==> src/rtl/gram_access_sched_pkg.sv <==
// Shared constants for the GRAM side-port scheduler: board geometry, bus
// widths, FSM encoding, arbiter grant codes and tile codes.
package gram_pkg;

   localparam int unsigned BOARD_W = 20;
   localparam int unsigned BOARD_H = 15;
   localparam int unsigned CELLS   = BOARD_W * BOARD_H;
   localparam int unsigned AW      = 9;
   localparam int unsigned DW      = 4;

   localparam logic [AW-1:0] CELLS_A   = 9'd300;
   localparam logic [AW-1:0] LAST_CELL = 9'd299;

   // FSM encoding kept as plain constants so older tools can read it
   localparam logic [2:0] ST_IDLE = 3'd0;
   localparam logic [2:0] ST_GWR  = 3'd1;
   localparam logic [2:0] ST_GRD0 = 3'd2;
   localparam logic [2:0] ST_GRD1 = 3'd3;
   localparam logic [2:0] ST_CLR  = 3'd4;

   typedef enum logic [1:0] {
      GNT_NONE = 2'd0,
      GNT_CLR  = 2'd1,
      GNT_GM   = 2'd2,
      GNT_LD   = 2'd3
   } grant_t;

   localparam logic [DW-1:0] TILE_FLOOR  = 4'h0;
   localparam logic [DW-1:0] TILE_WALL   = 4'h1;
   localparam logic [DW-1:0] TILE_BOX    = 4'h2;
   localparam logic [DW-1:0] TILE_GOAL   = 4'h3;
   localparam logic [DW-1:0] TILE_PLAYER = 4'h4;

   // True when the address names a real board tile
   function automatic logic in_range(input logic [AW-1:0] addr);
      return (addr < CELLS_A);
   endfunction

endpackage

==> src/rtl/gram_access_sched_if.sv <==
// Requester and GRAM side-port signals of the scheduler, bundled so the
// scheduler sees one port; slave is the scheduler view, master the peers.
interface gram_access_sched_if;

   logic                      clr_req;
   logic [gram_pkg::DW-1:0]   clr_val;
   logic                      clr_busy;
   logic                      gm_req;
   logic                      gm_we;
   logic [gram_pkg::AW-1:0]   gm_addr;
   logic [gram_pkg::DW-1:0]   gm_wdata;
   logic                      gm_ack;
   logic [gram_pkg::DW-1:0]   gm_rdata;
   logic                      gm_err;
   logic                      ld_valid;
   logic [gram_pkg::AW-1:0]   ld_addr;
   logic [gram_pkg::DW-1:0]   ld_data;
   logic                      ld_ready;
   logic                      Gwea;
   logic                      Grea;
   logic [gram_pkg::AW-1:0]   GAddr_w;
   logic [gram_pkg::DW-1:0]   GData_in;
   logic [gram_pkg::DW-1:0]   GData_out;

   modport slave (
      input  clr_req, clr_val, gm_req, gm_we, gm_addr, gm_wdata,
             ld_valid, ld_addr, ld_data, GData_out,
      output clr_busy, gm_ack, gm_rdata, gm_err, ld_ready,
             Gwea, Grea, GAddr_w, GData_in
   );

   modport master (
      output clr_req, clr_val, gm_req, gm_we, gm_addr, gm_wdata,
             ld_valid, ld_addr, ld_data, GData_out,
      input  clr_busy, gm_ack, gm_rdata, gm_err, ld_ready,
             Gwea, Grea, GAddr_w, GData_in
   );

endinterface

==> src/rtl/gram_access_sched_prio_arb.sv <==
// Three-way fixed-priority arbiter (clear > game > loader) where a pending
// loader word overtakes the game once a game access has completed since the
// loader was last served, so neither game nor loader can starve the other.
module gram_prio_arb
   import gram_pkg::*;
(
   input  logic   en,
   input  logic   clr_req,
   input  logic   gm_req,
   input  logic   ld_valid,
   input  logic   turn,
   output grant_t grant
);

   // Pick the winning requester for this cycle
   always_comb begin
      grant = GNT_NONE;
      if (!en) begin
         grant = GNT_NONE;
      end else if (clr_req) begin
         grant = GNT_CLR;
      end else if (turn && ld_valid) begin
         grant = GNT_LD;
      end else if (gm_req) begin
         grant = GNT_GM;
      end else if (ld_valid) begin
         grant = GNT_LD;
      end else begin
         grant = GNT_NONE;
      end
   end

endmodule

==> src/rtl/gram_access_sched.sv <==
// Sole owner of the GRAM side-port: arbitrates board clear, game single-cell
// accesses and the level loader, sequences the one-cycle read latency and
// range-checks addresses against the 20x15 board. One access in flight.
module gram_access_sched
   import gram_pkg::*;
(
   input  logic               clk,
   input  logic               rst_n,
   gram_access_sched_if.slave bus
);

   logic [2:0]    state;
   logic [AW-1:0] cnt;
   logic          turn;
   logic          ld_wr;
   logic [DW-1:0] rdata_hold;
   logic          gwea;
   logic          grea;
   logic [AW-1:0] gaddr;
   logic [DW-1:0] gdin;
   logic          ack;
   logic          err;
   logic          busy;
   logic          arb_en;
   grant_t        grant;

   // Arbitration only while idle and not in the loader write's holdoff cycle
   assign arb_en = (state == ST_IDLE) && !ld_wr;

   gram_prio_arb u_arb (
      .en       (arb_en),
      .clr_req  (bus.clr_req),
      .gm_req   (bus.gm_req),
      .ld_valid (bus.ld_valid),
      .turn     (turn),
      .grant    (grant)
   );

   assign bus.ld_ready = arb_en && (grant == GNT_LD);
   assign bus.Gwea     = gwea;
   assign bus.Grea     = grea;
   assign bus.GAddr_w  = gaddr;
   assign bus.GData_in = gdin;
   assign bus.gm_ack   = ack;
   assign bus.gm_err   = err;
   assign bus.clr_busy = busy;
   // RAM data lands in GRD1 together with the ack, so pass it through then
   assign bus.gm_rdata = (state == ST_GRD1) ? bus.GData_out : rdata_hold;

   // Scheduler FSM, fill counter and registered GRAM port
   always_ff @(posedge clk or negedge rst_n) begin
      if (!rst_n) begin
         state      <= ST_IDLE;
         cnt        <= {AW{1'b0}};
         turn       <= 1'b0;
         ld_wr      <= 1'b0;
         rdata_hold <= {DW{1'b0}};
         gwea       <= 1'b0;
         grea       <= 1'b0;
         gaddr      <= {AW{1'b0}};
         gdin       <= {DW{1'b0}};
         ack        <= 1'b0;
         err        <= 1'b0;
         busy       <= 1'b0;
      end else begin
         ack   <= 1'b0;
         err   <= 1'b0;
         ld_wr <= 1'b0;
         case (state)
            ST_IDLE: begin
               gwea <= 1'b0;
               grea <= 1'b0;
               case (grant)
                  GNT_CLR: begin
                     state <= ST_CLR;
                     gwea  <= 1'b1;
                     gaddr <= {AW{1'b0}};
                     gdin  <= bus.clr_val;
                     cnt   <= {AW{1'b0}};
                     busy  <= 1'b1;
                  end
                  GNT_GM: begin
                     turn <= 1'b1;
                     if (!in_range(bus.gm_addr)) begin
                        state <= ST_GWR;
                        ack   <= 1'b1;
                        err   <= 1'b1;
                     end else if (bus.gm_we) begin
                        state <= ST_GWR;
                        gwea  <= 1'b1;
                        gaddr <= bus.gm_addr;
                        gdin  <= bus.gm_wdata;
                        ack   <= 1'b1;
                     end else begin
                        state <= ST_GRD0;
                        grea  <= 1'b1;
                        gaddr <= bus.gm_addr;
                     end
                  end
                  GNT_LD: begin
                     ld_wr <= 1'b1;
                     turn  <= 1'b0;
                     gwea  <= in_range(bus.ld_addr);
                     gaddr <= bus.ld_addr;
                     gdin  <= bus.ld_data;
                  end
                  default: begin
                     state <= ST_IDLE;
                  end
               endcase
            end
            ST_GWR: begin
               gwea  <= 1'b0;
               state <= ST_IDLE;
            end
            ST_GRD0: begin
               grea  <= 1'b1;
               ack   <= 1'b1;
               state <= ST_GRD1;
            end
            ST_GRD1: begin
               grea       <= 1'b0;
               rdata_hold <= bus.GData_out;
               state      <= ST_IDLE;
            end
            ST_CLR: begin
               if (cnt == LAST_CELL) begin
                  gwea  <= 1'b0;
                  busy  <= 1'b0;
                  cnt   <= {AW{1'b0}};
                  state <= ST_IDLE;
               end else begin
                  gwea  <= 1'b1;
                  cnt   <= cnt + 9'd1;
                  gaddr <= cnt + 9'd1;
               end
            end
            default: begin
               gwea  <= 1'b0;
               grea  <= 1'b0;
               busy  <= 1'b0;
               cnt   <= {AW{1'b0}};
               state <= ST_IDLE;
            end
         endcase
      end
   end

endmodule

==> src/flat_wrapper.sv <==
// flat-port wrapper written by rule: the top's interface ports become plain ports
module gram_access_sched_flat import gram_pkg::*;
  (clk, rst_n, bus_clr_req, bus_clr_val, bus_gm_req, bus_gm_we, bus_gm_addr, bus_gm_wdata, bus_ld_valid, bus_ld_addr, bus_ld_data, bus_GData_out, bus_clr_busy, bus_gm_ack, bus_gm_rdata, bus_gm_err, bus_ld_ready, bus_Gwea, bus_Grea, bus_GAddr_w, bus_GData_in);
  gram_access_sched_if bus_i ();
  input  logic clk;
  input  logic rst_n;
  input wire logic [$bits(bus_i.clr_req)-1:0] bus_clr_req;
  input wire logic [$bits(bus_i.clr_val)-1:0] bus_clr_val;
  input wire logic [$bits(bus_i.gm_req)-1:0] bus_gm_req;
  input wire logic [$bits(bus_i.gm_we)-1:0] bus_gm_we;
  input wire logic [$bits(bus_i.gm_addr)-1:0] bus_gm_addr;
  input wire logic [$bits(bus_i.gm_wdata)-1:0] bus_gm_wdata;
  input wire logic [$bits(bus_i.ld_valid)-1:0] bus_ld_valid;
  input wire logic [$bits(bus_i.ld_addr)-1:0] bus_ld_addr;
  input wire logic [$bits(bus_i.ld_data)-1:0] bus_ld_data;
  input wire logic [$bits(bus_i.GData_out)-1:0] bus_GData_out;
  output wire logic [$bits(bus_i.clr_busy)-1:0] bus_clr_busy;
  output wire logic [$bits(bus_i.gm_ack)-1:0] bus_gm_ack;
  output wire logic [$bits(bus_i.gm_rdata)-1:0] bus_gm_rdata;
  output wire logic [$bits(bus_i.gm_err)-1:0] bus_gm_err;
  output wire logic [$bits(bus_i.ld_ready)-1:0] bus_ld_ready;
  output wire logic [$bits(bus_i.Gwea)-1:0] bus_Gwea;
  output wire logic [$bits(bus_i.Grea)-1:0] bus_Grea;
  output wire logic [$bits(bus_i.GAddr_w)-1:0] bus_GAddr_w;
  output wire logic [$bits(bus_i.GData_in)-1:0] bus_GData_in;
  assign bus_i.clr_req = bus_clr_req;
  assign bus_i.clr_val = bus_clr_val;
  assign bus_i.gm_req = bus_gm_req;
  assign bus_i.gm_we = bus_gm_we;
  assign bus_i.gm_addr = bus_gm_addr;
  assign bus_i.gm_wdata = bus_gm_wdata;
  assign bus_i.ld_valid = bus_ld_valid;
  assign bus_i.ld_addr = bus_ld_addr;
  assign bus_i.ld_data = bus_ld_data;
  assign bus_i.GData_out = bus_GData_out;
  assign bus_clr_busy = bus_i.clr_busy;
  assign bus_gm_ack = bus_i.gm_ack;
  assign bus_gm_rdata = bus_i.gm_rdata;
  assign bus_gm_err = bus_i.gm_err;
  assign bus_ld_ready = bus_i.ld_ready;
  assign bus_Gwea = bus_i.Gwea;
  assign bus_Grea = bus_i.Grea;
  assign bus_GAddr_w = bus_i.GAddr_w;
  assign bus_GData_in = bus_i.GData_in;
  gram_access_sched u_core (.clk(clk), .rst_n(rst_n), .bus(bus_i));
endmodule
==> config.mk <==
export PLATFORM = sky130hd
export DESIGN_NAME = gram_access_sched_flat
export DESIGN_NICKNAME = d
export VERILOG_FILES = /design/src/rtl/gram_access_sched_pkg.sv /design/src/rtl/gram_access_sched_if.sv /design/src/rtl/gram_access_sched_prio_arb.sv /design/src/rtl/gram_access_sched.sv /design/src/flat_wrapper.sv
export SDC_FILE = /design/constraint.sdc
export NUM_CORES = 1
export LEC_CHECK = 0
export ABC_AREA = 1
export CAP_MARGIN = 5
export CORE_MARGIN = 4
export CORE_UTILIZATION = 47
export DETAILED_ROUTE_END_ITERATION = 8
export PLACE_DENSITY = 0.85
export SLEW_MARGIN = 20
export SYNTH_ARGS = -nofsm -noshare
export SYNTH_HDL_FRONTEND = slang
export SYNTH_SLANG_ARGS = --single-unit
==> constraint.sdc <==
create_clock -name clk -period 2.71 [get_ports clk]
set_clock_uncertainty 0.2 [all_clocks]
set_input_delay 0.4065 -clock clk [delete_from_list [all_inputs] [get_ports clk]]
set_output_delay 0.4065 -clock clk [all_outputs]
set_load 0.02 [all_outputs]
Figure 1. Metal 3.
Drawn at 6 px/um.
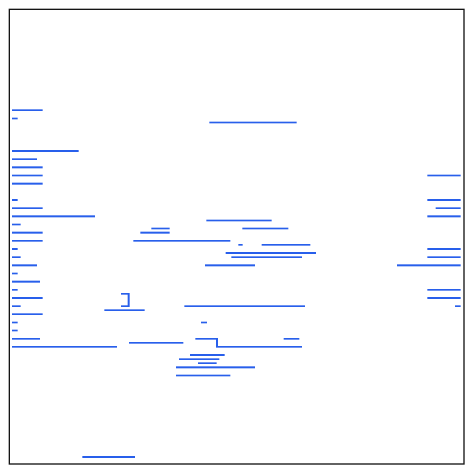
nets with wire on the layer: 56
share of all routed wire: 6.3%
global-route track usage on met3: 4.49%
total wire length after detailed routing: 5.77 mm
via count: 2,146

Figure 2. Gate-type map.
Drawn at 4 px/um.
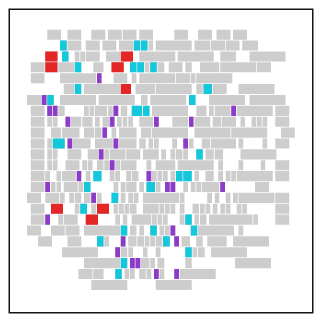
[inv cells] purple | cells: 32 | most used: inv_1
[aoi and oai cells] cyan | cells: 32 | most used: o21ai_0
[non-inverting ao/oa cells] red | cells: 8 | most used: a22o_1
most frequently placed logic cell in the final layout: nand2_1
Comb area share: 36.7%
number of non-filler instances in the completed layout: 412

==> GITHUB_STEP_SUMMARY <==
## PnR job results

| Metric | Value |
|---|---|
| Final weighted congestion of routability-driven global placement | 0.832 |
| Number of buffer and inverter stages on the critical path | 2 |
| Top-Level Pins | 63 |
| Routed length on met1 | 2.56 mm |
| Biggest fanout along the worst timing path | 7 |
| Detailed Routing Iterations Pass 1 | 5 |
| Hold_buf cts | 0 |
| Fin Hold WS | 278 ps |
| Critical path's largest stage delay | 610 ps |
| Global-route wire length before repair | 9.14 mm |
| Number of synthesized register bits | 36 |
| Reg2reg end | u_core.bus.GData_in[0] |
| Cell kind with the greatest summed area | logic gates |
| H-Tree Depth | 2 |
| Slew of the pin with the lowest slew margin | 453 ps |
| Cell total in the yosys stat output | 285 |
| Clock buf count | 5 |
| Max Cap Violations | 0 |
| Arrival time worst endpoint | 1950 ps |
| Drt via density | 5.21 |
| Most used flip-flop cell after synthesis | dfrtp_1 |
| Vertical extent of the die | 75.5 um |
| Final worst-path cycle share | 94.4% |
| Filler instances | 371 |
| Hold path cells | 2 |
| Global Route met2 Usage | 34.3% |
| Worst-case reg-to-reg path depth | 13 |
| Post-synth top cells | nand2_1 (105), dfrtp_1 (36), inv_1 (28) |
| FF/Latch Area | 901 um^2 |
| Count of warnings emitted by yosys | 0 |
| Syn Std Cell Area | 2140 um^2 |
| Area of the multi-input gates | 1100 um^2 |
| Run status | complete, no violations |
| Synth logic family | simple AND/OR/NAND/NOR gates |
| Inst Count DP | 404 |
| Total Nets Final | 405 |
| Most crowded layer after global routing | met2 |
| FFs w/ async S/R, synth | 100% |
| Mapped Avg Cell Area | 7.52 um^2 |
| Dominant cell area share | 42.0% |
| Number of global-route vias before repair | 2,010 |
| Yosys xor share | 0% |
| Critical Path Start Type | flop |
| Die extent in x | 75.5 um |
| Post-Synth Simple-Gate Area | 34.3% |
| RR Startpoint | u_core.state[0] |
| Clk pwr share | 41.5% |
| Hold worst-path end | u_core.bus.GAddr_w[1] |
| Source-to-sink clock delay at the later pin of the worst-skew pair | 290 ps |
| Final ANT Viol Nets | 0 |
| Routed length on met3 | 365 um |
| Flop Count | 36 |
| Origin of the worst setup path | u_core.state[2] |
Figure 3. Routing congestion.
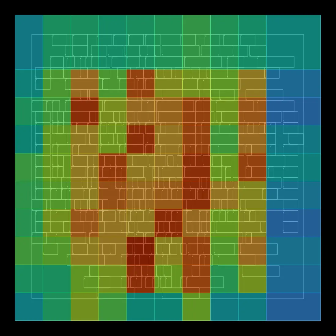
global-route track usage on met1: 28.5%
overall global routing resource usage: 21.2%
WL/cell: 14.0 um

Figure 4. Cell classes on the final placement.
Drawn at 4 px/um. Fill, decap, tap and diode cells in grey.
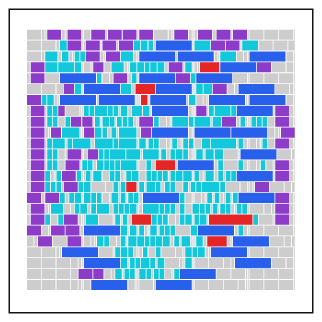
[remaining logic cells] cyan | cells: 244
[remaining buffers and delay cells] purple | cells: 72
[registers] blue | cells: 36
[clock drivers and dummy loads] red | cells: 8
Finished Core Util: 68.1%
proportion of cell area occupied by registers: 30.2%
num rows: 24
placeable core region: 4380 um^2
post-route cell area: 2980 um^2

No activity file was given, so power comes from the tool's default toggle rates.
